clock_wires.png
Scale: 1 px per um.
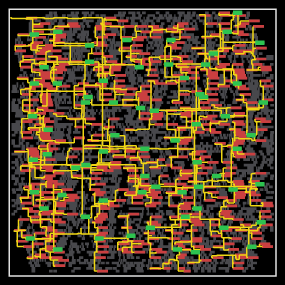
layers.png
Scale: 1.5 px per um.
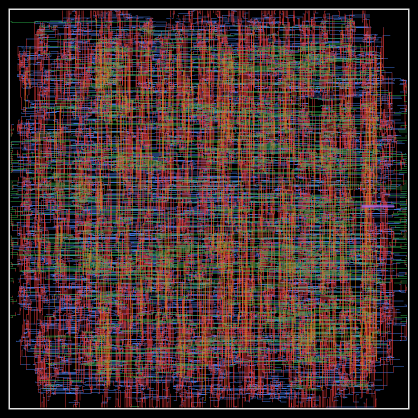
==> config.mk <==
export PLATFORM = sky130hd
export DESIGN_NAME = fft_bf_sched
export DESIGN_NICKNAME = d
export VERILOG_FILES = /design/src/rtl/fft_bf_sched.sv
export SDC_FILE = /design/constraint.sdc
export NUM_CORES = 2
export LEC_CHECK = 0
export CORE_UTILIZATION = 52
export DETAILED_ROUTE_END_ITERATION = 10
export HOLD_SLACK_MARGIN = 0.08
export PLACE_DENSITY_LB_ADDON = 0.1
export SYNTH_ARGS = -nofsm -noshare
export SYNTH_HDL_FRONTEND = slang
export SYNTH_SLANG_ARGS = --single-unit
==> constraint.sdc <==
create_clock -name clk -period 5.7 [get_ports clk]
set_clock_uncertainty 0.2 [all_clocks]
set_input_delay 1.71 -clock clk [delete_from_list [all_inputs] [get_ports clk]]
set_output_delay 1.71 -clock clk [all_outputs]
set_load 0.005 [all_outputs]
==> impl_metrics.ini <==
; synthesis and place-and-route metrics
[synth]
post_synth.cell_area_avg_um2 = 10.09
top_area_cell = edfxtp_1
async_flop_share_pct = 0
ys_seq_share_pct = 46.33
top_cell_area_share_pct = 45.33
yosys_warnings = 0
synth-seq-cells = 562
netlist_top_cells_count = edfxtp_1, a21oi_1, nand2_1
syn_inst = 3570

[critical_path]
critPathBufInv = 2
path_depth = 5
critPathLaunchType = flip-flop
crit_arrival_ns = 3.72
required_ns = 3.79
path_cells = inv_2 > nand2_1 > o22ai_1 > a221oi_1 > clkdlybuf4s50_1

[final_timing]
tightestPinTransition_ns = 1.187
rsz0062_at_grt = false
period_used_pct = 98.83

[global_routing]
grt_max_degree = 108
grt_pass1_wl_um = 222300

[final_layout]
synthToLayoutAreaGrowth_pct = 18.93
design_area_um2 = 42860
drive_gt1_share_pct = 12.80

[hold_path]
hold_class = reg -> reg

[power]
p_leak_nw = 14.52

[route]
drt_first_pass_iters = 6
drt_iter0_drc = 5981

[die]
die_w_um = 265.3
die_h_um = 265.3
dieArea_um2 = 70360

[run_status]
status = finished, final reports clean

[cts]
cts_buffers = 67
cts_resized = 0
hold_buffers = 0
cts_tree = yes
root_buffer = clkbuf_16
cts_setup_buffers = 0
clk_path_buf_depth = 3

[placed_design]
dp_cells = 4650
io_buffers = 355
-- clock_wires.png (at the start) --
flip-flops -> red  # count 562
clock wires -> yellow  # length 7830 um
clock-net drivers -> green  # count 67
flops lie = widely spread
routed clock nets = 68
Clock Power: 4.29 mW
Worst-Skew Late Latency: 0.60 ns
clock share of power: 26.6%

-- layers.png (at the start) --
M1 -> blue  # wire length 53.4 mm
M4 -> orange  # wire length 10700 um
M2 -> red  # wire length 68.5 mm
M5 -> purple  # wire length 20.2 um
M3 -> green  # wire length 23.5 mm
WL/cell: 32.69 um
Total GRT Usage: 43.47%

worst register-to-register path, delay by kind of cell, from the launching register on:
family	cells	cell delay [ns]
compound gates	2	0.85
buf+inv	3	1.10
simple gates	1	0.31
fa+ha+maj	1	0.67
flops	1	0.37
placed cells by master (no fill, tap or decap), types with 71 or more instances in the layout:
cell type / n
clkdlybuf4s50_1: 355
mux4_2: 157
buf_4: 112
mux2i_1: 129
nor2_1: 359
o21ai_0: 322
a22oi_1: 83
o22ai_1: 139
clkbuf_16: 71
nand2_1: 390
edfxtp_1: 544
o21a_1: 207
a21oi_1: 409
per-layer routing:
| metal | GRT usage, % | share of wire, % | up-vias |
|---|---|---|---|
| li1 | - | - | 14095 |
| met1 | 55.13 | 34 | 16379 |
| met2 | 66.18 | 44 | 3235 |
| met3 | 12.37 | 15 | 758 |
| met4 | 26.31 | 6.8 | 2 |
| met5 | 0 | 0.013 | - |
cells by family (layout without fill, tap and decap cells):
family / Yosys count / after routing / share of synthesized area (%)
buf+inv: 381 / 647 / 4.594
mux: 345 / 345 / 15.24
simple gates: 915 / 915 / 10.42
other cells: 0 / 7 / 0
compound gates: 1349 / 1349 / 22.85
flops: 562 / 562 / 46.33
xor+xnor: 5 / 5 / 0.1215
fa+ha+maj: 13 / 13 / 0.4514
cell type report:
| class | instances | area, um2 | share of cell area [%] |
|---|---|---|---|
| Clock buffer | 82 | 1818 | 4.242 |
| Timing Repair Buffer | 482 | 4695 | 10.95 |
| Clock inverter | 35 | 294.0 | 0.6861 |
| Antenna cell | 7 | 17.52 | 0.04087 |
| Inverter | 48 | 181.4 | 0.4233 |
| Multi-Input combinational cell | 2627 | 17970 | 41.94 |
| Sequential cell | 562 | 16710 | 39.00 |
| Tap cell | 931 | 1165 | 2.718 |
power breakdown:
| group | internal, mW | switching [mW] |
|---|---|---|
| logic | 2.59 | 3.78 |
| clock network | 2.49 | 1.80 |
| registers | 5.19 | 0.281 |
Power figures rest on the tool's default switching activity, not on a simulated workload.
